## config.mk

```make
export PLATFORM = sky130hd
export DESIGN_NAME = classificador_pesagem
export DESIGN_NICKNAME = d
export VERILOG_FILES = /design/src/rtl/classificador_pesagem.sv
export SDC_FILE = /design/constraint.sdc
export NUM_CORES = 1
export LEC_CHECK = 0
export ABC_AREA = 1
export ABC_CLOCK_PERIOD_IN_PS = 3000
export CAP_MARGIN = 40
export CORE_UTILIZATION = 35
export DETAILED_ROUTE_END_ITERATION = 10
export SKIP_CTS_REPAIR_TIMING = 1
export SLEW_MARGIN = 40
export SYNTH_ARGS = -nofsm -noshare
export SYNTH_HDL_FRONTEND = slang
export SYNTH_SLANG_ARGS = --single-unit
export TNS_END_PERCENT = 10
```

## constraint.sdc

```tcl
create_clock -name clk -period 3 [get_ports clk]
set_input_delay 0.9 -clock clk [delete_from_list [all_inputs] [get_ports clk]]
set_output_delay 0.9 -clock clk [all_outputs]
set_load 0.03 [all_outputs]
```

## src/rtl/classificador_pesagem.sv

```systemverilog
// classificador_pesagem: vehicle weighing classifier.
// Averages N_AMOSTRAS weight samples for one vehicle, then classifies the
// mean into one of three categories (c1/c2/c3) and raises E on an axle-code
// problem or per-axle overweight.
// Optional feature: define CLASSIF_CONTADOR_EN to add saturating 16-bit
// counters of completed output handshakes per category and per E=1.
//
// Handshake semantics (both sides): a transfer happens on a rising clk edge
// where valid and ready are both 1. The producer holds its data stable while
// valid=1 and ready=0; a ready without valid has no effect.
// FSM state is exposed on the estado output (IDLE=0, ACUMULA=1, DECIDE=2,
// SAIDA=3).
module classificador_pesagem #(
    parameter int PESO_W     = 4,
    parameter int EIXO_W     = 2,
    parameter int N_AMOSTRAS = 4,
    parameter int LIM1       = 5,
    parameter int LIM2       = 10,
    parameter int LIM_EIXO   = 5
) (
    input  logic              clk,
    input  logic              rst,
    input  logic [PESO_W-1:0] p,
    input  logic [EIXO_W-1:0] e,
    input  logic              in_valid,
    output logic              in_ready,
    input  logic              cancel,
    output logic              c1,
    output logic              c2,
    output logic              c3,
    output logic              E,
    output logic              out_valid,
    input  logic              out_ready,
    output logic [1:0]        estado
`ifdef CLASSIF_CONTADOR_EN
    ,
    output logic [15:0]       cont_c1,
    output logic [15:0]       cont_c2,
    output logic [15:0]       cont_c3,
    output logic [15:0]       cont_e
`endif
);

    // Sum carries 4 extra bits so 16 full-scale samples can never overflow.
    localparam int SUM_W = PESO_W + 4;
    localparam int CNT_W = 5;
    localparam int SH    = $clog2(N_AMOSTRAS);
    localparam int PW    = PESO_W + EIXO_W;

    typedef enum logic [1:0] {
        IDLE    = 2'd0,
        ACUMULA = 2'd1,
        DECIDE  = 2'd2,
        SAIDA   = 2'd3
    } state_t;

    state_t             state;
    logic [SUM_W-1:0]   sum;
    logic [CNT_W-1:0]   count;
    logic [EIXO_W-1:0]  e_ref;
    logic               err_eixo;

    logic               accept;
    logic               last_sample;
    logic [SUM_W-1:0]   media;
    logic [PW-1:0]      lim_prod;
    logic               d_c1;
    logic               d_c2;
    logic               d_c3;
    logic               d_e;

    assign in_ready = (state == IDLE) || (state == ACUMULA);
    assign estado   = state;

    // Cancel wins over an offered sample in ACUMULA, so the sample is dropped.
    assign accept      = in_valid && in_ready && !(cancel && state == ACUMULA);
    assign last_sample = (state == IDLE) ? (N_AMOSTRAS == 1)
                                         : ((count + CNT_W'(1)) == CNT_W'(N_AMOSTRAS));

    // Decision logic: truncated mean, per-axle limit and category thresholds.
    always_comb begin
        media    = sum >> SH;
        lim_prod = PW'(e_ref) * PW'(LIM_EIXO);
        d_e      = (e_ref == '0) || err_eixo || (32'(media) > 32'(lim_prod));
        d_c1     = 1'b0;
        d_c2     = 1'b0;
        d_c3     = 1'b0;
        if (32'(media) <= 32'(LIM1))
            d_c1 = 1'b1;
        else if (32'(media) <= 32'(LIM2))
            d_c2 = 1'b1;
        else
            d_c3 = 1'b1;
    end

    // Main FSM: accumulation, decision and result hold with registered outputs.
    always_ff @(posedge clk or posedge rst) begin
        if (rst) begin
            state     <= IDLE;
            sum       <= '0;
            count     <= '0;
            e_ref     <= '0;
            err_eixo  <= 1'b0;
            c1        <= 1'b0;
            c2        <= 1'b0;
            c3        <= 1'b0;
            E         <= 1'b0;
            out_valid <= 1'b0;
        end else begin
            case (state)
                IDLE: begin
                    if (accept) begin
                        sum      <= SUM_W'(p);
                        e_ref    <= e;
                        count    <= CNT_W'(1);
                        err_eixo <= 1'b0;
                        state    <= last_sample ? DECIDE : ACUMULA;
                    end
                end
                ACUMULA: begin
                    if (cancel) begin
                        sum      <= '0;
                        count    <= '0;
                        err_eixo <= 1'b0;
                        state    <= IDLE;
                    end else if (accept) begin
                        sum   <= sum + SUM_W'(p);
                        count <= count + CNT_W'(1);
                        if (e != e_ref)
                            err_eixo <= 1'b1;
                        if (last_sample)
                            state <= DECIDE;
                    end
                end
                DECIDE: begin
                    if (cancel) begin
                        sum      <= '0;
                        count    <= '0;
                        err_eixo <= 1'b0;
                        state    <= IDLE;
                    end else begin
                        c1        <= d_c1;
                        c2        <= d_c2;
                        c3        <= d_c3;
                        E         <= d_e;
                        out_valid <= 1'b1;
                        state     <= SAIDA;
                    end
                end
                SAIDA: begin
                    // Results stay put after the handshake until the next decision.
                    if (out_ready) begin
                        out_valid <= 1'b0;
                        sum       <= '0;
                        count     <= '0;
                        err_eixo  <= 1'b0;
                        state     <= IDLE;
                    end
                end
                default: state <= IDLE;
            endcase
        end
    end

`ifdef CLASSIF_CONTADOR_EN
    // Saturating counts of completed output handshakes.
    always_ff @(posedge clk or posedge rst) begin
        if (rst) begin
            cont_c1 <= '0;
            cont_c2 <= '0;
            cont_c3 <= '0;
            cont_e  <= '0;
        end else if (state == SAIDA && out_ready) begin
            if (c1 && cont_c1 != 16'hFFFF) cont_c1 <= cont_c1 + 16'd1;
            if (c2 && cont_c2 != 16'hFFFF) cont_c2 <= cont_c2 + 16'd1;
            if (c3 && cont_c3 != 16'hFFFF) cont_c3 <= cont_c3 + 16'd1;
            if (E  && cont_e  != 16'hFFFF) cont_e  <= cont_e  + 16'd1;
        end
    end
`endif

endmodule

```

### Placement by cell class, run 1

The bar under the picture is 20 um long. Fill, decap, tap and diode cells in grey.
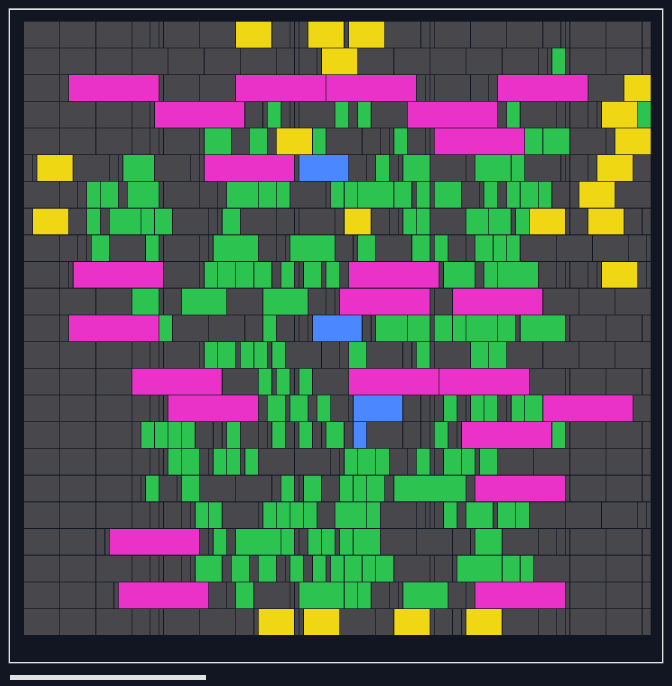
Green stands for remaining logic cells, cells 162. Blue stands for clock drivers and dummy loads, cells 4. Yellow stands for remaining buffers and delay cells, cells 20. Magenta stands for registers, cells 23.
final cell utilization of the core: 43.3%
final standard cell area without fillers: 1730 um2

### Floorplan with the power grid, run 1

Pins as bars on the die edge. Tap cells in grey.
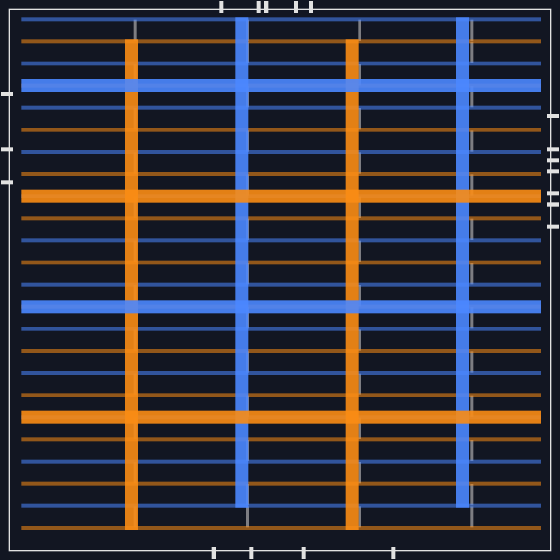
Orange stands for VSS. Blue stands for VDD.
24 met1 rails follow the rows. 4 straps on met5. 50 tap cells. 19 signal pins sit on the boundary. 4 straps on met4.
x dimension of the die: 66.4 um
VDD IR-drop max: 0.235 mV
chip height: 66.4 um
total core area: 4000 um2

==> impl.org, run 1 <==
* Implementation run

** Status
- Run status :: completed

** Power
- Combinational power :: 747 uW
- For the sequential group, total power comes out at roughly 510 uW.
- Switching Fraction :: 44.5%
- Sequential Power Share :: 35.0%
- In this run the power density over the cells is 834 nW/um2.
- Per report_power, the top consumer among the power groups is combinational logic.
- The completed layout was analyzed and its total power is 1.45 mW.
- In this run the power spent charging and discharging nets is 644 uW.
- Power share of the combinational group :: around half
- Per the OpenROAD power report, leakage power amounts to about 0.88 nW.

** Clock network
- Counting the buffers created by CTS gives 3.
- Clock tree from TritonCTS :: built
- After clock tree synthesis, the clock-pin slew on the worst setup and hold paths is 0.08 ns.
- CTS built an H-tree with a depth of 1.
- Clock tree root driver cell :: clkbuf_8
- CTS Sinks :: 23

** Placed design
- The final weighted congestion recorded by global placement is 0.812.
- Including well taps, the total number of placed cells is 255.
- Pre-CTS setup slack :: 0.436 ns
- Tally of buffers added on design ports :: 18
- Placed standard-cell area :: 1690 um2
- Detailed-placement wirelength estimate :: 2.36 mm

** Setup path
- Start point of the critical path :: estado[1]
- Element type at the critical path end :: primary output
- Worst stage delay on the critical path :: approximately 0.67 ns
- The timing report attributes the biggest portion of critical-path delay to buffers and inverters.
- Timing endpoint of the critical path :: in_ready
- Crit path buf inv count :: 2
- Worst Setup Path Type :: reg2out
- According to the timing report, the arrival time at the worst endpoint equals 1.49 ns.
- Standard cell with the maximum stage delay on the critical path :: clkdlybuf4s50_1
- The setup check on the worst reg-to-reg path leaves a slack of 1.40 ns.
- Logic depth of the worst setup path including buffers :: 2
- Per the timing report, the most critical flop-to-flop path originates at sum[3].
- Reg-to-reg critical path endpoint :: sum[5]
- The worst setup path is launched from a register.
- The report puts the cell count of the worst reg-to-reg path at 8.
- Biggest fanout along the worst timing path :: 7

** Logic synthesis
- AND/OR/NAND/NOR Cells, Area Fraction :: about 25%
- Main area contributors :: dfrtp_1 (40%), nand2_1 (12%), ha_1 (7.8%)
- Count leader, synth :: nand2_1
- Post-synth mux share :: 0%
- Among the non-sequential cells, simple AND/OR/NAND/NOR gates take the most area.
- Summing the areas of all xor and xnor instances in the mapped netlist gives around 3.6% of the synthesized area.
- Yosys mapped the design onto 28 distinct sky130hd cell types.
- Number of flops mapped to enable cells by yosys :: 0
- Number of nets produced by synthesis :: about 210
- Total standard cell area after synthesis :: 1450 um2
- Top cell types by occurrence after synthesis :: nand2_1 (45), inv_1 (24), dfrtp_1 (23), nand3_1 (16), nor2_1 (15)
- In the synthesis report, Yosys lists the chip area as 1450 um2.
- Adder and majority gate portion of the synthesized area :: under 10%
- Of the post-synthesis cell area, the dominant cell type holds 39.6%.
- Number of standard cells reported by yosys :: 187
- Per the post-synthesis report, the number of cells in the design is between 150 and 200.
- Summing the areas of all compound-gate instances in the mapped netlist gives 13.7% of the synthesized area.
- Sequential-to-total area share from yosys stat :: ~40%
- Async set-or-reset flop fraction in the synthesized netlist :: 100%
- Summed over all instances, the cell type with the most area after synthesis is dfrtp_1.
- Avg Synthesized Cell Area :: 7.77 um2
- Post-synth regs :: 23

** GRT
- Via count of the first global-routing pass :: 1,157
- GR Util met3 :: 2.59%
- All-layer global routing usage :: 16.3%
- On met2, the global router reports a usage of 27.7%.
- Entering global routing, the biggest net connects 24 pins.
- Leftover overflow at the end of global routing :: 0

** STA
- Post-layout worst setup margin :: 0.611 ns
- The flow reports an fmax of 419 MHz.
- Final setup violation count :: 0
- Unrepaired setup endpoints after global routing :: no
- Post-layout minimum cycle time :: between 2 and 2.5 ns
- Setup total negative slack on the finished layout was measured at 0 ns.
- The transition time recorded at the tightest slew-check pin is 0.535 ns.
- Worst-case hold slack :: 0.488 ns
- In this run the tightest slew margin relative to its limit is 64.2%.

** Drt
- After detailed routing, the met3 layer carries 79 um of wire.
- After detailed routing, no signal wire sits above met4.
- The detail route stage leaves a number of antenna-violating nets equal to 0.
- For this block, the via count after detailed routing is roughly 1,200.
- Wirelength, routed :: 3.05 mm
- The first routing iteration left ~69 violations.
- Average detailed-routed wire length per instance :: 11.8 um
- Via density per instance :: roughly 4.7
- Wire segments on met2 add up to approximately 1.4 mm in the final route.
- The detailed router put a total of 1.48 mm of wire on met1.
- Before antenna repair, the detailed router went through 5 iterations.

** Min path
- Looking at hold timing, the worst path starts from c3.
- Worst hold path type :: reg2reg
- Hold analysis lists the worst path endpoint as c3.
- Depth of the worst hold-timing path :: 2

** Final layout
- Most common logic cells in the final layout :: nand2_1 (45), inv_1 (24), dfrtp_1 (23)
- The most common logic cell in the final layout is nand2_1.
- Area grow syn2layout :: 19.3%
- Non-clock buffer total of the final layout :: 20
- Sequential standard cell area :: roughly 580 um2
- Clock buffer count in the final layout :: 4
- Largest registers :: sum: 8 flops, count: 5 flops
- Register with the highest flop count :: sum
- Summing all multi-input logic gate instances after layout gives around 750 um2.
- Flip-flops :: 23
- The post-route netlist has 7.18% of its cells at a drive strength greater than 1.
- Excluding fillers, the count of instances in the completed layout stands at 259.
- By area, the class that comes first in the final layout consists of logic gates.
- In the final layout, clock buffers and inverters account for 2.60% of the cell area.
- Final non-clock buffer share :: 11.3%
- Share of cell area taken by multi-input logic gates :: a little over two fifths

** Floorplan
- Before placement the cells fill 36.3% of the core.
- IO Count :: 19
- Die Outline Area :: 4410 um2

** Job
- Warning total across the stage logs :: 26
- The report counts max-capacitance violations totalling 0.
### Clock wires, drivers and flops, run 1

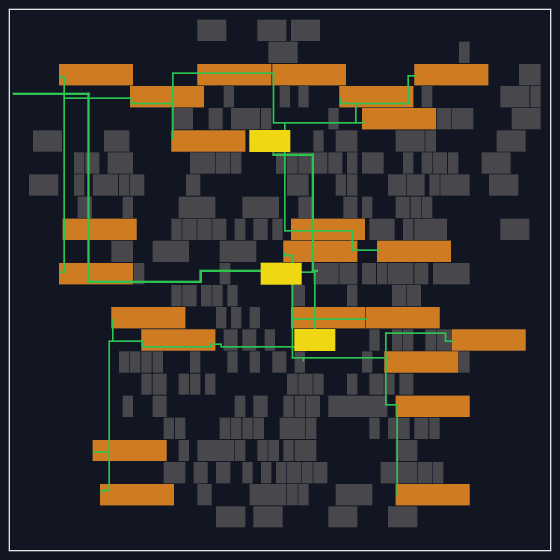
Orange stands for flip-flops, count 23. Green stands for clock wires, length 331 um. Yellow stands for clock-net drivers, count 3.
Position of the flops: all over the die.
Worst Skew: 0.00379 ns
P_clk: 193 uW
clock latency of the later-clocked register in the worst-skew pair: 0.26 ns
proportion of power drawn by the clock network: 13.4%

### Placed standard cells, run 1

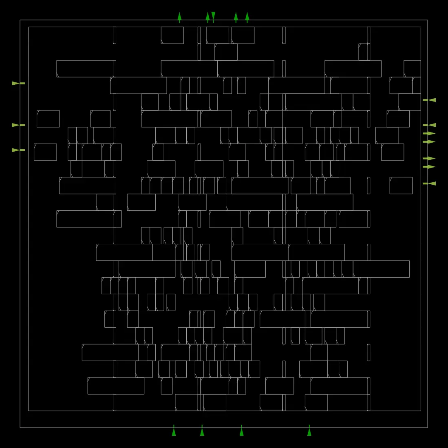
floorplan row count: 23
flip-flop and latch share of the layout cell area: 33.2%
fillers: 416

==> inputs of run 2 (changes only) <==
- ABC_CLOCK_PERIOD_IN_PS: 3000 -> 2000
- clock period: 3 -> 2 ns (I/O delays scaled with it)
### Placement by cell class, run 2

The bar under the picture is 20 um long. Fill, decap, tap and diode cells in grey.
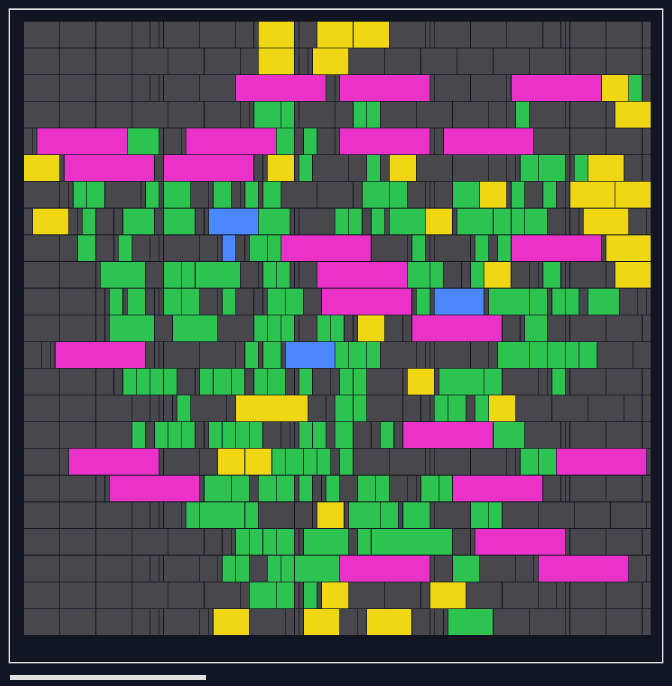
Magenta stands for registers, cells 23. Green stands for remaining logic cells, cells 162. Blue stands for clock drivers and dummy loads, cells 4. Yellow stands for remaining buffers and delay cells, cells 32.

### Placed standard cells, run 2

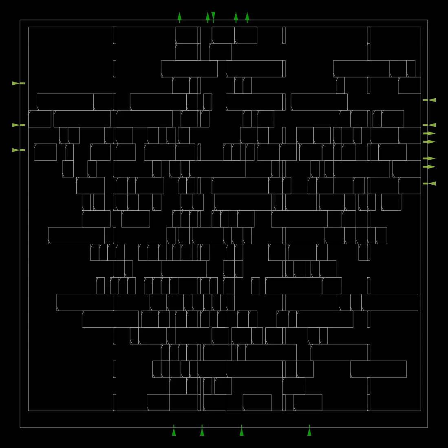
final cell utilization of the core: 46.2%
flip-flops: 23
filler-free cell count of the finished design: 271
fillers: 398

==> impl.org, run 2 <==
* Implementation run

** Drt
- Pre-antenna DRT Iters :: 4 (-1)
- The final wirelength came to 3.07 mm (+0.75%).
- The via count is 1,268 (+4.4%).
- Met2 wire len :: 1.41 mm (-2.8%)
- The initial DRC count came to 72 (+4.3%).
- Average detailed-routed wire length per instance :: 11.3 um (-3.7%)
- The amount of wire on met3 after detailed routing is 93 um (+18%).
- Detailed-routing wirelength on met1 :: 1.54 mm (+3.5%)

** Final layout
- Largest registers :: sum: 8 flops, count: 5 flops
- The biggest slice of the area belongs to logic gates.
- Non-clock buffer total of the final layout :: 32 (+60%)
- The area of combinational cells with multiple inputs is 748 um2 (+0.34%).
- Clock-cell share of area :: 2.44% (-0.16 points)
- Share of cell area taken by multi-input logic gates :: 40.5% (-2.5 points)
- The number of clock buffers in the layout came to 4 (unchanged).
- Commonest non-fill, non-tap cell in the layout :: nand2_1
- The flow measured a signed area growth from synthesis to layout of 27.2%.

** Floorplan
- IO Count :: 19 (unchanged)
- Pre-placement core utilization :: 36.3% (unchanged)
- X dimension of the die :: 66.4 um (unchanged)
- Total core area :: 4000 um2 (unchanged)
- Die Outline Area :: 4410 um2 (unchanged)

** STA
- The clock tree skew after final layout is 0.00334 ns (-0.000453 ns).
- Worst-case hold slack :: 0.490 ns (+0.00175 ns)
- The worst-margin pin slew is 0.528 ns (-0.00666 ns).
- Achievable Freq :: 521 MHz
- Post-layout worst setup margin :: 0.0801 ns (-0.531 ns)
- Worst-case headroom to the max-slew limit :: 64.7% (+0.45 points)
- The worst path in the final design needs a cycle of 1.92 ns, including I/O delays and setup.
- Final setup violation count :: 0 (unchanged)

** Min path
- STA lists the startpoint of the worst hold path as c3.
- Worst hold path type :: reg2reg
- Endpoint of the worst hold path :: c3

** Power
- Power share of the combinational group :: 53.6% (+2.0 points)
- P_clk :: 296 uW (+53%)
- The power in combinational cells is 1.22 mW (+63%).
- The leakage power is 0.979 nW (+11%).
- The power of the sequential group was 763 uW (+51%).
- Switching Fraction :: 43.2% (-1.3 points)
- Sequential Power Share :: 33.4% (-1.6 points)

** Logic synthesis
- By area the synthesized netlist is led by dfrtp_1 (40%), nand2_1 (12%), ha_1 (7.8%).
- The proportion of synthesized flip-flops having asynchronous set or reset came to 100% (unchanged).
- The adder and majority gate portion of the synthesized area came to 9.13% (unchanged).
- Distinct lib cells used :: 28 (unchanged)
- Area share of the largest cell type after synthesis :: 39.6% (unchanged)
- Total standard cell area after synthesis :: 1450 um2 (unchanged)
- AND/OR/NAND/NOR Cells, Area Fraction :: 24.9% (unchanged)
- The fraction of synthesized area in multiplexers was 0% (unchanged).
- The chip area line of the yosys report is 1450 um2 (unchanged).
- The cell total in the yosys stat output came to 187 (unchanged).
- Largest area contributor in the synthesized netlist :: dfrtp_1
- Post-synthesis share of cell area spent on and-or and or-and gates :: 13.7% (unchanged)
- Number of instances in the synthesized netlist :: 187 (unchanged)
- Top cell types by occurrence after synthesis :: nand2_1 (45), inv_1 (24), dfrtp_1 (23), nand3_1 (16), nor2_1 (15)

** Setup path
- Setup slack of the most critical reg-to-reg path :: 0.47 ns (-0.93 ns)
- The largest individual stage delay along the critical path comes from the cell clkdlybuf4s50_1.
- STA lists the endpoint of the worst register-to-register path as sum[7].
- The instance count on the critical path is 1 (-1).
- Element type at the critical path end :: primary output
- The arrival time at the worst endpoint is 1.32 ns (-0.17 ns).
- Start point of the critical path :: E
- By startpoint and endpoint, the worst setup path is classified as reg2out.
- The delay of the slowest cell on the worst path was 0.68 ns (about the same).
- The worst setup path is launched from a register.

** GRT
- The largest net degree at the start of global routing came to 24 (unchanged).
- GR Util met3 :: 4.14% (+1.6 points)
- Global-route met2 utilization :: 27.3% (-0.38 points)
- Leftover overflow at the end of global routing :: 0 (unchanged)
- The via count of the first global-routing pass is 1,222 (+5.6%).

** Clock network
- Clock tree from TritonCTS :: built
- The register clock-pin slew on the reported worst setup and hold paths was 0.08 ns (about the same).
- The clock sink count is 23 (unchanged).

** Job
- The number of warning messages in the logs is 27 (+3.8%).
- The tally of max-capacitance violations was 0 (unchanged).

** Placed design
- The worst slack after detailed placement came to -0.231 ns (-0.666 ns).
- Tally of buffers added on design ports :: 18 (unchanged)
- Detailed-placement wirelength estimate :: 2.40 mm (+1.8%)
- Final weighted congestion of routability-driven global placement :: 0.761 (-6.3%)

** Status
- Run status :: completed
### Floorplan with the power grid, run 2

Pins as bars on the die edge. Tap cells in grey.
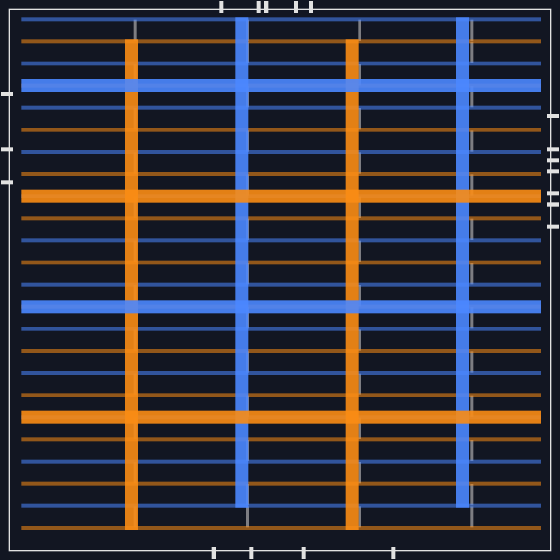
Orange stands for VSS. Blue stands for VDD.
4 straps on met4. The core has 23 rows. 24 met1 rails follow the rows. 19 signal pins sit on the boundary. 50 tap cells.
VDD IR-drop max: 0.486 mV

==> inputs of run 3 (changes only) <==
- CORE_UTILIZATION: 35 -> 40
### Floorplan with the power grid, run 3

Pins as bars on the die edge. Tap cells in grey.
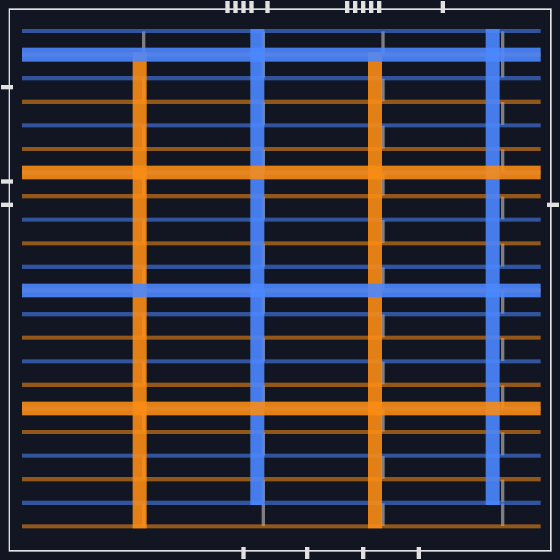
Blue stands for VDD. Orange stands for VSS.
46 tap cells. 4 straps on met4. The core has 21 rows. 19 signal pins sit on the boundary.

### The metal 2 layer, run 3

The bar under the picture is 20 um long.
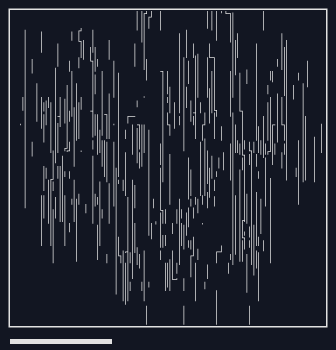
204 nets have wire on it. The longest straight run is 35.0 um. The layer holds 51% of the routed length.

==> impl.org, run 3 <==
* Implementation run

** Drt
- Using the TritonRoute via totals, the vias-per-cell ratio works out to 4.91.
- The amount of wire on met2 after detailed routing came to 1.68 mm (+19%).
- The total iterations of the first detailed-routing run was 4 (unchanged).
- Met3 wirelength from detailed routing :: 62 um (-33%)
- Routed Antenna Nets :: 0
- Total via count in the routed design :: 1,305 (+2.9%)
- The initial DRC count came to 42 (-42%).
- The per-cell routed wire length came to 12.3 um (+8.7%).
- Wirelength, routed :: 3.28 mm (+6.7%)
- Detailed-routing wirelength on met1 :: 1.51 mm (-1.9%)

** Setup path
- Start of the worst register-to-register path :: sum[2]
- Setup slack of the most critical reg-to-reg path :: 0.44 ns (-0.03 ns)
- Worst stage delay on the critical path :: 0.44 ns (-0.24 ns)
- Reg-to-reg critical path endpoint :: sum[5]
- Per STA, the startpoint of the critical path is p[0].
- Worst Setup Path Type :: in2reg
- Category of the worst setup path launch point :: input pin
- R2r worst-path depth :: 8
- On the critical path, the stage with the largest delay is an instance of clkdlybuf4s50_1.
- The OpenROAD report gives the critical path a required time of 2.27 ns.
- Dominant cell type by count on the critical path :: nand2_1
- Element type at the critical path end :: register
- The cell family contributing the most delay on the critical path is adder cells.
- The arrival time at the worst endpoint is 2.15 ns (+0.83 ns).
- Logic depth of the worst setup path including buffers :: 10 (+9)
- Crit path buf inv count :: 1

** Logic synthesis
- Count of yosys warnings during synthesis :: 0
- Per the synthesis report, the XOR/XNOR share of the synthesized area is 3.62%.
- In this run, synthesis inferred 0 flip-flops with an integrated enable.
- The proportion of synthesized flip-flops having asynchronous set or reset was 100% (unchanged).
- The share of the synthesized area in the top cell type is 39.6% (unchanged).
- Count leader, synth :: nand2_1
- Sequential-to-total area share from yosys stat :: 39.6%
- Largest family of logic cells by area :: simple AND/OR/NAND/NOR gates
- The chip area line of the yosys report was 1450 um2 (unchanged).
- In the synthesized netlist, the cells that appear most often are nand2_1 (45), inv_1 (24), dfrtp_1 (23), nand3_1 (16), nor2_1 (15).
- The cell type that accounts for the most area after synthesis is dfrtp_1.
- Post-synthesis share of cell area spent on and-or and or-and gates :: 13.7% (unchanged)
- Number of standard cells reported by yosys :: 187 (unchanged)
- The adder and majority gate portion of the synthesized area was 9.13% (unchanged).
- AND/OR/NAND/NOR Cells, Area Fraction :: 24.9% (unchanged)
- The fraction of synthesized area in multiplexers is 0% (unchanged).
- The post-synthesis instance area came to 1450 um2 (unchanged).
- Post-synth regs :: 23
- Number of instances in the synthesized netlist :: 187 (unchanged)
- Distinct lib cells used :: 28 (unchanged)
- Main area contributors :: dfrtp_1 (40%), nand2_1 (12%), ha_1 (7.8%)

** STA
- The clock tree skew after final layout came to 0.00412 ns (+0.000784 ns).
- Post-layout minimum cycle time :: 1.89 ns (-0.0326 ns)
- Final setup violation count :: 0 (unchanged)
- Post-layout worst setup margin :: 0.113 ns (+0.0326 ns)
- Count of endpoints failing hold in the final timing report :: 0
- Achievable Freq :: 530 MHz (+1.7%)
- The relative slew slack was 69.3% (+4.6 points).
- The worst-margin pin slew was 0.459 ns (-0.0693 ns).
- Worst-case hold slack :: 0.501 ns (+0.0111 ns)
- Unrepaired setup endpoints after global routing :: no
- Per the final report, max-transition violations number 0.

** Power
- The maximum vdd drop is 0.567 mV (+16%).
- The net switching fraction of the power came to 44.4% (+1.2 points).
- The power of the sequential group was 749 uW (-2%).
- The power in combinational cells was 1.26 mW (+3%).
- Total leakage power :: 1.02 nW (+3.7%)
- The total clock network power was 218 uW (-26%).
- The part of the power in registers was 33.6% (+0.2 points).
- The internal portion of the total power is 1.24 mW.
- The relative contribution of combinational cells to total power is 56.6% (+3.0 points).
- Switching pwr :: 990 uW

** Job
- The tally of max-capacitance violations came to 0 (unchanged).
- Warning total across the stage logs :: 26 (-3.7%)

** Final layout
- Largest registers :: sum: 8 flops, count: 5 flops
- Among all cell classes, the greatest summed area belongs to logic gates.
- In this run the layout overhead on the synthesized area is reported as 25.8%.
- Total number of multi-input combinational cells :: 133
- The sequential cell count is 23 (unchanged).
- Non-clock buffer total of the final layout :: 31 (-3.1%)
- Filler-free cell count of the finished design :: 266 (-1.8%)
- Most common logic cells in the final layout :: nand2_1 (45), inv_1 (24), dfrtp_1 (23)
- Layout Nets :: 242
- By instance count after routing, the leading logic cell type is nand2_1.
- In the final layout, excluding clock inverters the inverter count is 29.
- Share of cell area taken by multi-input logic gates :: 41.0% (+0.47 points)
- The area fraction of clock buffers and clock inverters is 1.44% (-1.0 points).
- The area of combinational cells with multiple inputs was 748 um2 (unchanged).
- Final cell utilization of the core :: 53.5% (+7.3 points)
- Clock buffer count in the final layout :: 4 (unchanged)
- Fillers :: 348 (-13%)

** Floorplan
- The x dimension of the die was 62.3 um (-6.3%).
- IO Count :: 19 (unchanged)
- Pre-placement core utilization :: 42.5% (+6.2 points)
- Die Outline Area :: 3880 um2 (-12%)

** GRT
- The met3 usage in global routing is 3.31% (-0.83 points).
- The largest net degree at the start of global routing came to 24 (unchanged).
- Busiest grt layer :: met2
- The via count of the first global-routing pass is 1,350 (+10%).
- Global-route met2 utilization :: 34.8% (+7.5 points)
- The remaining global-route overflow was 0 (unchanged).
- The first global-routing pass estimated approximately 5.9 mm of wire.

** Min path
- Startpoint of the lowest-slack hold path :: c2
- The number of cells on the worst hold path is listed as 2.
- Worst hold path type :: reg2reg
- Endpoint of the worst hold path :: c2

** Placed design
- The final estimated routing congestion in global placement is 0.779 (+2.3%).
- The worst slack after detailed placement came to -0.274 ns (-0.0436 ns).
- Placed insts :: 262
- The estimated wirelength of the detail-placed design came to 2.60 mm (+8.3%).
- The number of port buffers was 18 (unchanged).

** Clock network
- H-Tree Depth :: 1
- The register clock-pin slew on the reported worst setup and hold paths is 0.12 ns (+0.04 ns).
- Clock tree from TritonCTS :: built
- The cell sitting at the root of the clock tree is a clkbuf_4.
- Clock latency of the later-clocked register in the worst-skew pair :: 0.32 ns
- CTS Sinks :: 23 (unchanged)

** Status
- Run status :: completed
### Placement by cell class, run 3

The bar under the picture is 20 um long. Fill, decap, tap and diode cells in grey.
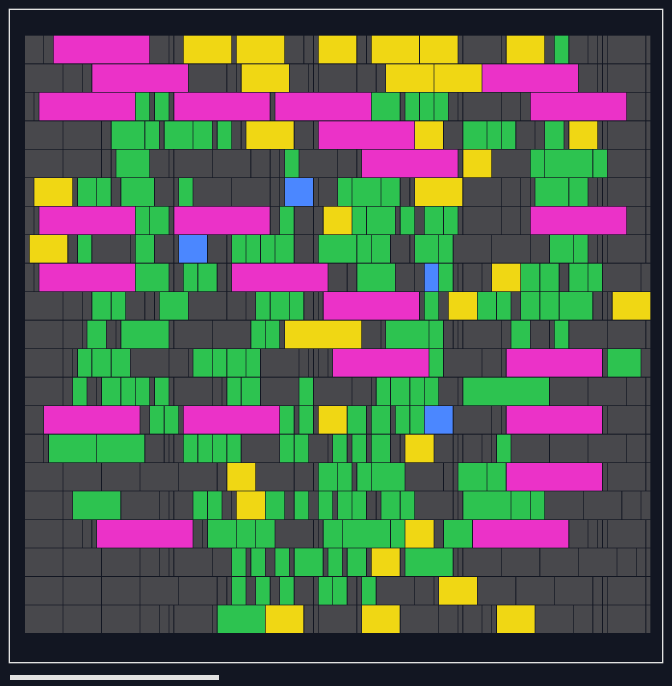
flip-flop and latch share of the layout cell area: 31.5%
final standard cell area without fillers: 1830 um2
total core area: 3420 um2
floorplan row count: 21

Power figures rest on the tool's default switching activity, not on a simulated workload.
